==> src/rtl/mxint8_sum_seq_pkg.sv <==
// Shared constants for the MXINT8 block-sum datapath.
// Holds the MX element/scale formats, the IEEE-754 binary32 field layout and
// special encodings, and the sequencer state type.
package mxint8_sum_seq_pkg;

    // MX block format
    localparam int MX_BLOCK_SIZE     = 32;
    localparam int MX_SCALE_WIDTH    = 8;  // E8M0 shared exponent
    localparam int MX_ELEM_WIDTH     = 8;  // two's-complement element
    localparam int MX_ELEM_FRAC_BITS = 6;  // element value = int / 2**6

    // IEEE-754 binary32 layout
    localparam int FP32_WIDTH      = 32;
    localparam int FP32_SIGN_BIT   = 31;
    localparam int FP32_EXP_WIDTH  = 8;
    localparam int FP32_MANT_WIDTH = 23;
    localparam int FP32_EXP_MAX    = 255;
    localparam logic [FP32_WIDTH-1:0] FP32_QNAN = 32'h7FC0_0000;

    typedef enum logic [1:0] {
        ST_IDLE  = 2'd0,
        ST_ACCUM = 2'd1,
        ST_NORM  = 2'd2,
        ST_OUT   = 2'd3
    } state_t;

endpackage

==> src/rtl/mxint8_sum_seq_acc.sv <==
// mxint8_acc_to_fp32: combinational normalize/pack of a signed integer block
// sum into IEEE-754 binary32.
//   i_acc     : signed accumulator (element units, 6 fractional bits)
//   i_scale   : E8M0 block scale (all-ones encodes NaN)
//   o_float32 : packed binary32 result
// Results whose biased exponent would be <= 0 flush to signed zero; results
// whose biased exponent reaches 255 saturate to signed infinity. The mantissa
// is exact because the accumulator is never wider than 24 bits.
module mxint8_acc_to_fp32
    import mxint8_sum_seq_pkg::*;
#(
    parameter int ACC_WIDTH   = 13,
    parameter int SCALE_WIDTH = MX_SCALE_WIDTH
) (
    input  logic [ACC_WIDTH-1:0]   i_acc,
    input  logic [SCALE_WIDTH-1:0] i_scale,
    output logic [FP32_WIDTH-1:0]  o_float32
);

    localparam int IDX_WIDTH      = $clog2(ACC_WIDTH);
    // Wide enough that scale + index - 6 never wraps.
    localparam int EXP_CALC_WIDTH = SCALE_WIDTH + IDX_WIDTH + 2;
    localparam int SHIFT_WIDTH    = ACC_WIDTH + FP32_MANT_WIDTH;

    logic                             sign;
    logic [ACC_WIDTH-1:0]             mag;
    logic [IDX_WIDTH-1:0]             lead_idx;
    logic signed [EXP_CALC_WIDTH-1:0] exp_biased;
    logic [SHIFT_WIDTH-1:0]           aligned;
    logic [FP32_MANT_WIDTH-1:0]       mant;

    always_comb begin
        sign = i_acc[ACC_WIDTH-1];
        // The most negative sum wraps to itself, which read unsigned is the
        // correct magnitude.
        mag  = sign ? (~i_acc + 1'b1) : i_acc;

        lead_idx = '0;
        for (int i = 0; i < ACC_WIDTH; i++) begin
            if (mag[i]) lead_idx = IDX_WIDTH'(i);
        end

        // value = mag * 2**(scale - 127 - 6), leading one at bit lead_idx
        exp_biased = $signed({{(EXP_CALC_WIDTH-SCALE_WIDTH){1'b0}}, i_scale})
                   + $signed({{(EXP_CALC_WIDTH-IDX_WIDTH){1'b0}}, lead_idx})
                   - EXP_CALC_WIDTH'(MX_ELEM_FRAC_BITS);

        // Shift the leading one to bit 23; bits below it are the fraction.
        aligned = {mag, {FP32_MANT_WIDTH{1'b0}}} >> lead_idx;
        mant    = aligned[FP32_MANT_WIDTH-1:0];

        if (&i_scale) begin
            o_float32 = FP32_QNAN;
        end else if (i_acc == '0) begin
            o_float32 = '0;
        end else if (exp_biased <= EXP_CALC_WIDTH'(0)) begin
            o_float32 = {sign, {(FP32_WIDTH-1){1'b0}}};
        end else if (exp_biased >= EXP_CALC_WIDTH'(FP32_EXP_MAX)) begin
            o_float32 = {sign, {FP32_EXP_WIDTH{1'b1}}, {FP32_MANT_WIDTH{1'b0}}};
        end else begin
            o_float32 = {sign, exp_biased[FP32_EXP_WIDTH-1:0], mant};
        end
    end

endmodule

==> src/rtl/mxint8_sum_seq.sv <==
// mxint8_sum_seq: sums one MXINT8 block (BLOCK_SIZE elements sharing one E8M0
// scale) and emits the total as IEEE-754 binary32.
//   i_clk, i_rst        : clock, asynchronous active-high reset
//   i_in_valid/o_in_ready, i_element, i_scale, i_in_last : element beats
//   o_out_valid/i_out_ready, o_float32                   : block result
//   o_protocol_err      : sticky, i_in_last disagreed with the beat count
//   o_dbg_state         : current sequencer state (state_t encoding)
// Handshakes: a transfer happens on a rising clock edge where valid and ready
// are both high; the producer holds its payload stable while valid is high
// and ready is low. Ready is never combinationally dependent on valid.
module mxint8_sum_seq
    import mxint8_sum_seq_pkg::*;
#(
    parameter int BLOCK_SIZE           = MX_BLOCK_SIZE,
    parameter int SCALE_WIDTH          = MX_SCALE_WIDTH,
    parameter int MXINT8_ELEMENT_WIDTH = MX_ELEM_WIDTH,
    parameter int FLOAT32_WIDTH        = FP32_WIDTH
) (
    input  logic                            i_clk,
    input  logic                            i_rst,
    input  logic                            i_in_valid,
    output logic                            o_in_ready,
    input  logic [MXINT8_ELEMENT_WIDTH-1:0] i_element,
    input  logic [SCALE_WIDTH-1:0]          i_scale,
    input  logic                            i_in_last,
    output logic                            o_out_valid,
    input  logic                            i_out_ready,
    output logic [FLOAT32_WIDTH-1:0]        o_float32,
    output logic                            o_protocol_err,
    output logic [1:0]                      o_dbg_state
);

    localparam int ACC_WIDTH = MXINT8_ELEMENT_WIDTH + $clog2(BLOCK_SIZE);
    localparam int CNT_WIDTH = $clog2(BLOCK_SIZE + 1);
    localparam logic [CNT_WIDTH-1:0] LAST_COUNT = CNT_WIDTH'(BLOCK_SIZE - 1);

    state_t                     state_q, state_d;
    logic [CNT_WIDTH-1:0]       count_q, count_d;
    logic [ACC_WIDTH-1:0]       acc_q, acc_d;
    logic [SCALE_WIDTH-1:0]     scale_q, scale_d;
    logic [FLOAT32_WIDTH-1:0]   result_q, result_d;
    logic                       err_q, err_d;

    logic                       beat;
    logic                       final_beat;
    logic [ACC_WIDTH-1:0]       elem_ext;
    logic [FP32_WIDTH-1:0]      packed_fp;

    mxint8_acc_to_fp32 #(
        .ACC_WIDTH   (ACC_WIDTH),
        .SCALE_WIDTH (SCALE_WIDTH)
    ) u_acc_to_fp32 (
        .i_acc     (acc_q),
        .i_scale   (scale_q),
        .o_float32 (packed_fp)
    );

    assign o_in_ready     = (state_q == ST_IDLE) || (state_q == ST_ACCUM);
    assign o_out_valid    = (state_q == ST_OUT);
    assign o_float32      = result_q;
    assign o_protocol_err = err_q;
    assign o_dbg_state    = state_q;

    assign beat     = i_in_valid && o_in_ready;
    assign elem_ext = ACC_WIDTH'($signed(i_element));

    always_comb begin
        state_d    = state_q;
        count_d    = count_q;
        acc_d      = acc_q;
        scale_d    = scale_q;
        result_d   = result_q;
        err_d      = err_q;
        final_beat = 1'b0;

        case (state_q)
            ST_IDLE: begin
                if (beat) begin
                    acc_d      = elem_ext;
                    scale_d    = i_scale;
                    count_d    = CNT_WIDTH'(1);
                    final_beat = (BLOCK_SIZE == 1);
                    state_d    = final_beat ? ST_NORM : ST_ACCUM;
                end
            end
            ST_ACCUM: begin
                if (beat) begin
                    acc_d      = acc_q + elem_ext;
                    count_d    = count_q + CNT_WIDTH'(1);
                    final_beat = (count_q == LAST_COUNT);
                    if (final_beat) state_d = ST_NORM;
                end
            end
            ST_NORM: begin
                result_d = FLOAT32_WIDTH'(packed_fp);
                state_d  = ST_OUT;
            end
            ST_OUT: begin
                if (i_out_ready) begin
                    state_d = ST_IDLE;
                    count_d = '0;
                end
            end
            default: state_d = ST_IDLE;
        endcase

        // Block length is set by the count; i_in_last is only cross-checked.
        if (beat && (i_in_last != final_beat)) err_d = 1'b1;
    end

    always_ff @(posedge i_clk or posedge i_rst) begin
        if (i_rst) begin
            state_q  <= ST_IDLE;
            count_q  <= '0;
            acc_q    <= '0;
            scale_q  <= '0;
            result_q <= '0;
            err_q    <= 1'b0;
        end else begin
            state_q  <= state_d;
            count_q  <= count_d;
            acc_q    <= acc_d;
            scale_q  <= scale_d;
            result_q <= result_d;
            err_q    <= err_d;
        end
    end

endmodule

==> config.mk <==
export PLATFORM = sky130hd
export DESIGN_NAME = mxint8_sum_seq
export DESIGN_NICKNAME = d
export VERILOG_FILES = /design/src/rtl/mxint8_sum_seq_pkg.sv /design/src/rtl/mxint8_sum_seq_acc.sv /design/src/rtl/mxint8_sum_seq.sv
export SDC_FILE = /design/constraint.sdc
export NUM_CORES = 1
export LEC_CHECK = 0
export ABC_AREA = 1
export CORE_UTILIZATION = 55
export CTS_CLUSTER_DIAMETER = 80
export DETAILED_ROUTE_END_ITERATION = 8
export PLACE_DENSITY = 0.88
export REMOVE_ABC_BUFFERS = 1
export SYNTH_ARGS = -nofsm -noshare
export SYNTH_HDL_FRONTEND = slang
export SYNTH_SLANG_ARGS = --single-unit
==> constraint.sdc <==
create_clock -name i_clk -period 7.85 [get_ports i_clk]
set_clock_uncertainty 0.2 [all_clocks]
set_input_delay 1.57 -clock i_clk [delete_from_list [all_inputs] [get_ports i_clk]]
set_output_delay 1.57 -clock i_clk [all_outputs]
set_load 0.03 [all_outputs]
**Run 1: gate families picked out**

Bar = 20 um.
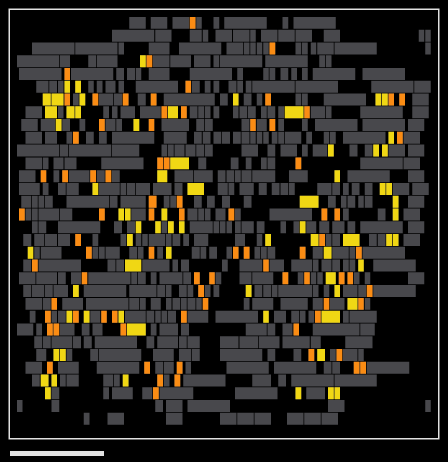
legend:
  inverters:
    colour: orange
    cells: 80
    most_used: inv_1
  NOR gates:
    colour: yellow
    cells: 70
    most_used: nor2_1
    where: all over the die

**Run 1: wiring by layer**

Bar = 20 um.
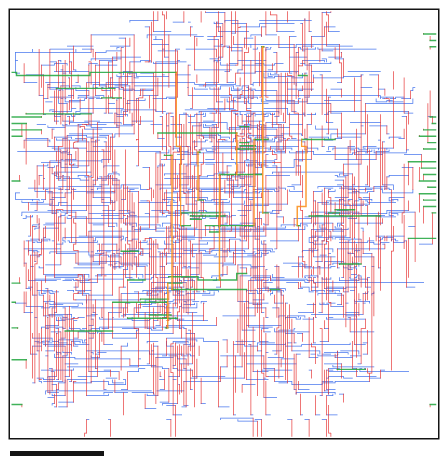
legend:
  met3:
    colour: green
    wire_length: 351 um
  met2:
    colour: red
    wire_length: 4990 um
  met1:
    colour: blue
    wire_length: 4250 um
  met4:
    colour: orange
    wire_length: 188 um

**Run 1: placed standard cells**

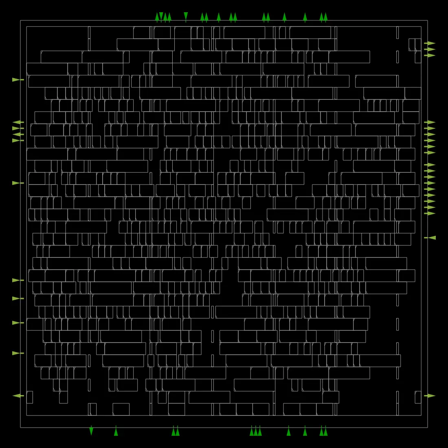
tap cells: 102
sequential share of cell area: 27.0%
layout sequential cell count: 54
final core occ: 65.2%

**Run 1: signal wires on met4**

Bar = 20 um.
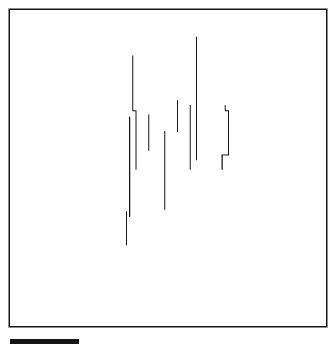
longest straight run: 35.4 um
main direction: vertical

==> reports/qor.txt, run 1 <==
R2R Path Start: acc_q[0]
yosys stat chip area: 4370 um^2
clk ins delay skew pair: 0.32 ns
Inverters: 80
wl on met1: 4250 um
#MultiIn Comb: 454
Yosys cell types: 53
fa+ha+maj area frac: 7.50%
share of the yosys chip area belonging to registers: 30.9%
layout cell share with drive strength beyond 1: 13.3%
crit path capture: o_float32[30]
#FFs+latches synth: 54
TritonCTS buffer count: 5
Reg area: 1350 um^2
Tmin final: 4.79 ns
htree depth: 2
die area: 8310 um^2
# setup viols final: 0
Reg2Reg Setup Slack: 3.06 ns
Final Net Count: 691
number of flip-flops under the largest register name: 24
Hold Path Cell Cnt: 2
simple share: 33.0%
ys async rst share: 100%
Peak Freq: 209 MHz
tool warnings: 28
antenna viol nets, final: 0
Buffers on Ports: 49
Max Cap Viol: 0
placed cells: 740
Max Slew Vio Count: 0
Critical Path Max Stage Delay: 0.42 ns
CP required: 7.82 ns
Slew @ Worst Pin: 0.860 ns
CTS tree: built
Most common reg cell: dfrtp_1
Mapped Cells: 601
met2 Use GR: 46.7%
total gr overflow: 0
Diodes inserted: 0
Top logic family: simple AND/OR/NAND/NOR gates
number of non-clock buffers: 50
min setup slack post-route: 3.06 ns
Met2 Wirelength: 4990 um
initial antenna violation count: 0
placed cell area: 4900 um^2
WL/cell: 13.1 um
First-pass DRT Iterations: 4
clk tree area frac: 2.35%
post-CTS setup buffer count: 0
Commonest Layout Cell: nand2_1
Via density: 5.40
cells in synth_stat.txt: 601
largest net degree at the start of global routing: 55
Fill cells: 673
Critical Path Start: acc_q[0]
final hold vios: 0
Final HPWL DP: 7660 um
Top delay family on crit path: simple AND/OR/NAND/NOR gates
Layout Cell Area excl Fill: 5010 um^2
DR WL met3: 350 um
CP Capture Type: flip-flop
critical path class: flip-flop to flip-flop
Crit path top cell by count: nand2_1
Rows: 32
CTS Buffer Depth: 2
Critical Path Fanout Max: 17
vias in the first global route: 3994
instance count on the critical path: 32
Yosys top cell by area: dfrtp_1
fp util: 56.9%
Worst Hold Class: flip-flop to flip-flop
Worst path slowest cell: dfrtp_1
synth warn: 0
mux share: 1.03%
Final period util: 61.0%
Final non-clock buffer share: 9.93%
status: completed
R2R depth: 32
Top cells excl fill/tap: nand2_1, inv_1, dfrtp_1
RSZ-0062 raised after global routing: false
**Run 1: cell classes on the final placement**

Bar = 20 um. Fill, decap, tap and diode cells in grey.
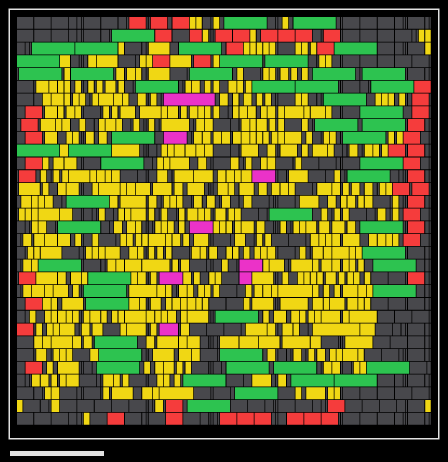

==> run 2: changes to the inputs <==
==> constraint.sdc (replaced) <==
create_clock -name i_clk -period 4.7 [get_ports i_clk]
set_clock_uncertainty 0.2 [all_clocks]
set_input_delay 0.94 -clock i_clk [delete_from_list [all_inputs] [get_ports i_clk]]
set_output_delay 0.94 -clock i_clk [all_outputs]
set_load 0.03 [all_outputs]
**Run 2: cell classes on the final placement**

Bar = 20 um. Fill, decap, tap and diode cells in grey.
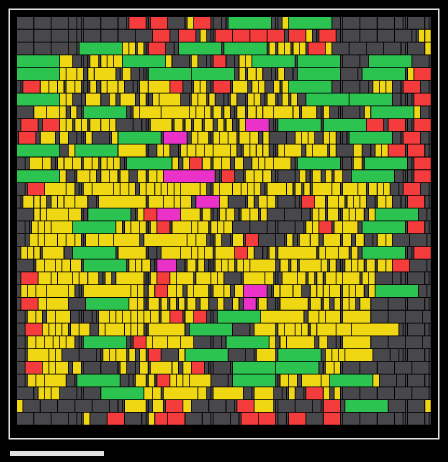
legend:
  all other logic:
    colour: yellow
    cells: 534
  clock drivers and dummy loads:
    colour: magenta
    cells: 8
  flip-flops:
    colour: green
    cells: 54
  other buffers and delay cells:
    colour: red
    cells: 68

**Run 2: wiring by layer**

Bar = 20 um.
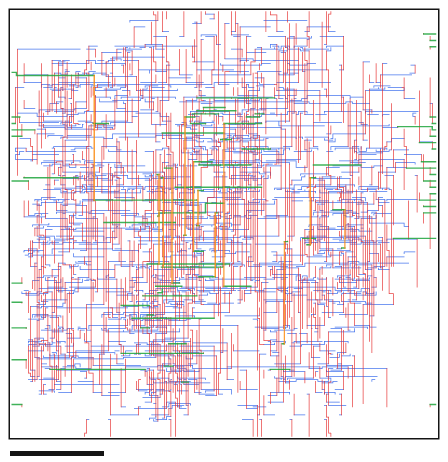
WL/cell: 13.5 um
drt total wl: 10300 um
vias: 4152
GRT Overall Usage: 24.6%

**Run 2: gate families picked out**

Bar = 20 um.
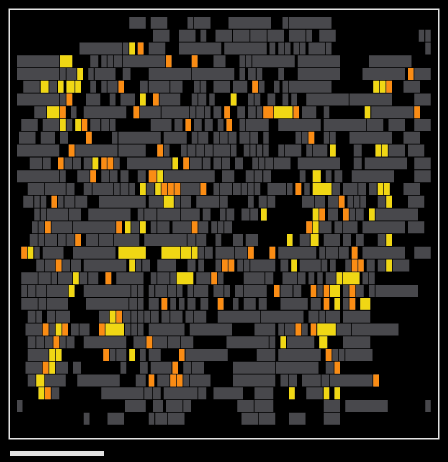
Finished Layout Cells: 766
Commonest Layout Cell: nand2_1
Comb area share: 51.8%

==> run 2 against run 1 <==
Compared with the run above:
- core utilization grew 3.2 points
- count of clock-buffer cells in the layout is the same
==> reports/qor.txt, run 2 <==
instance count on the critical path: 30
synth warn: 0
Rows: 32
Diodes inserted: 0
CTS tree: built
CP required: 4.75 ns
Tmin final: 4.48 ns
post_cts resized: 0
clk ins delay skew pair: 0.32 ns
Critical Path Start: acc_q[1]
clk tree area frac: 2.24%
Yosys cell types: 53
Inverters: 80
critical path class: flip-flop to flip-flop
Max Cap Viol: 0
DR top layer: met4
Final HPWL DP: 7710 um
fa+ha+maj area frac: 7.50%
Final Net Count: 709
#FFs+latches synth: 54
Slew @ Worst Pin: 0.821 ns
ys async rst share: 100%
layout cell share with drive strength beyond 1: 17.3%
layout sequential cell count: 54
Critical Path Fanout Max: 5
yosys stat chip area: 4370 um^2
Worst path slowest cell: dfrtp_1
Layout Cell Area excl Fill: 5260 um^2
Top logic family: simple AND/OR/NAND/NOR gates
crit path capture: o_float32[11]
R2R depth: 30
die area: 8310 um^2
#MultiIn Comb: 454
Hold Path Sink: o_float32[17]
HP Start: o_float32[17]
TritonCTS buffer count: 5
cells in synth_stat.txt: 601
antenna viol nets, final: 0
mux share: 1.03%
post-CTS setup buffer count: 0
Max Slew Vio Count: 0
Buffers on Ports: 49
placed cell area: 4930 um^2
status: completed
synth cell count leaders: nand2_1, inv_1, dfrtp_1
vias in the first global route: 3856
CTS Buffer Depth: 2
Yosys top cell by area: dfrtp_1
number of flip-flops under the largest register name: 24
initial antenna violation count: 0
Reg area: 1350 um^2
Top cells excl fill/tap: nand2_1, inv_1, dfrtp_1
Peak Freq: 223 MHz
Final non-clock buffer share: 12.0%
tool warnings: 28
final hold vios: 0
Horiz. Die Dim: 91.1 um
DR WL met3: 433 um
clk root buf: clkbuf_8
Max-slew headroom: 45.1%
Critical Path Max Stage Delay: 0.41 ns
number of non-clock buffers: 68
tap cells: 102
R2R Path Start: acc_q[1]
Fill cells: 620
Hold Path Cell Cnt: 2
largest net degree at the start of global routing: 32
min setup slack post-route: 0.225 ns
Reg2Reg Setup Slack: 0.22 ns
Via density: 5.42
share of the yosys chip area belonging to registers: 30.9%
sequential share of cell area: 25.7%
Met2 Wirelength: 5320 um
met2 Use GR: 45.5%
Top delay family on crit path: simple AND/OR/NAND/NOR gates
fp util: 56.9%
Worst Hold Class: flip-flop to flip-flop
GR Util met1: 29.1%
htree depth: 2
First-pass DRT Iterations: 6
wl on met1: 4340 um
placed cells: 745
Mapped Cells: 601
CP Capture Type: flip-flop
total gr overflow: 0
Final period util: 95.2%
simple share: 33.0%
Most common reg cell: dfrtp_1
# setup viols final: 0
final core occ: 68.4%
**Run 2: signal wires on met4**

Bar = 20 um.
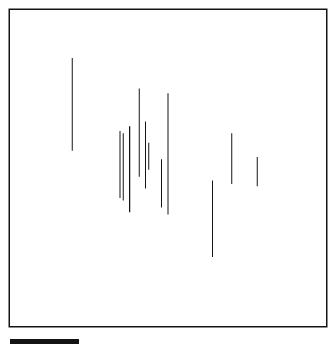

==> run 3: changes to the inputs <==
--- a/config.mk
+++ b/config.mk
@@ -6,10 +6,10 @@
 export NUM_CORES = 1
 export LEC_CHECK = 0
 export ABC_AREA = 1
-export CORE_UTILIZATION = 55
+export CORE_UTILIZATION = 56
 export CTS_CLUSTER_DIAMETER = 80
 export DETAILED_ROUTE_END_ITERATION = 8
-export PLACE_DENSITY = 0.88
+export PLACE_DENSITY = 0.89
 export REMOVE_ABC_BUFFERS = 1
 export SYNTH_ARGS = -nofsm -noshare
 export SYNTH_HDL_FRONTEND = slang
**Run 3: signal wires on met4**

Bar = 20 um.
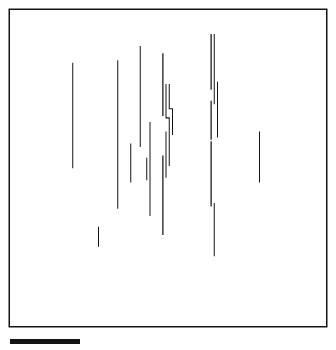
longest straight run: 42.2 um
share of all routed wire: 3.3%
nets with wire on the layer: 19

**Run 3: gate families picked out**

Bar = 20 um.
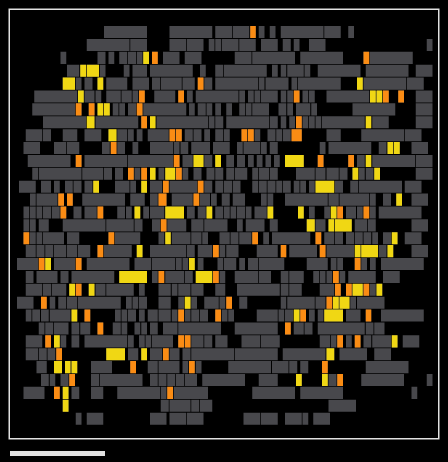
Comb area share: 51.9%
Finished Layout Cells: 761

==> run 3 against run 2 <==
Compared with the run above:
- cell count is 0.65% lower
- area after synthesis stayed put
- first-iteration DRC count is 45% higher
- count of clock-buffer cells in the layout stayed put
- hold slack worse by 0.0014 ns
- largest cell class unchanged
- core utilization is 2.2 points higher
- register-to-register slack worse by 0.04 ns
- setup slack worse by 0.039 ns
- highest routed layer unchanged
==> reports/qor.txt, run 3 <==
HP Start: o_protocol_err
DR top layer: met4
Max Cap Viol: 0
Top delay family on crit path: simple AND/OR/NAND/NOR gates
final hold vios: 0
GR Util met1: 28.8%
Crit path top cell by count: nand2_2
Mapped Cells: 601
Final non-clock buffer share: 11.8%
status: completed
Max Slew Vio Count: 0
Met2 Wirelength: 5460 um
yosys stat chip area: 4370 um^2
DR WL met3: 496 um
Peak Freq: 222 MHz
R2R Path Start: acc_q[1]
total gr overflow: 0
Reg area: 1350 um^2
instance count on the critical path: 34
Fill cells: 575
CTS Buffer Depth: 2
Reg2Reg Setup Slack: 0.19 ns
min setup slack post-route: 0.185 ns
ys async rst share: 100%
CP required: 4.76 ns
antenna viol nets, final: 0
critical path class: flip-flop to flip-flop
Final HPWL DP: 7770 um
fa+ha+maj area frac: 7.50%
share of the yosys chip area belonging to registers: 30.9%
#FFs+latches synth: 54
initial antenna violation count: 0
fp util: 59.0%
Tmin final: 4.51 ns
# setup viols final: 0
Critical Path Fanout Max: 5
clk tree area frac: 2.25%
Buffers on Ports: 49
final core occ: 70.6%
wl on met1: 4350 um
number of flip-flops under the largest register name: 24
Final period util: 96.1%
Critical Path Max Stage Delay: 0.42 ns
First-pass DRT Iterations: 6
Yosys cell types: 53
Diodes inserted: 0
post_cts resized: 0
htree depth: 2
number of non-clock buffers: 66
Slew @ Worst Pin: 1.12 ns
Commonest Layout Cell: nand2_1
R2R depth: 34
vias in the first global route: 4037
Horiz. Die Dim: 90.3 um
simple share: 33.0%
**Run 3: wiring by layer**

Bar = 20 um.
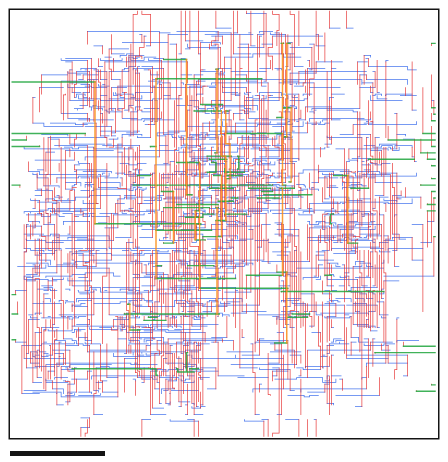
WL/cell: 14.0 um
drt total wl: 10700 um
vias: 4202
GRT Overall Usage: 25.8%

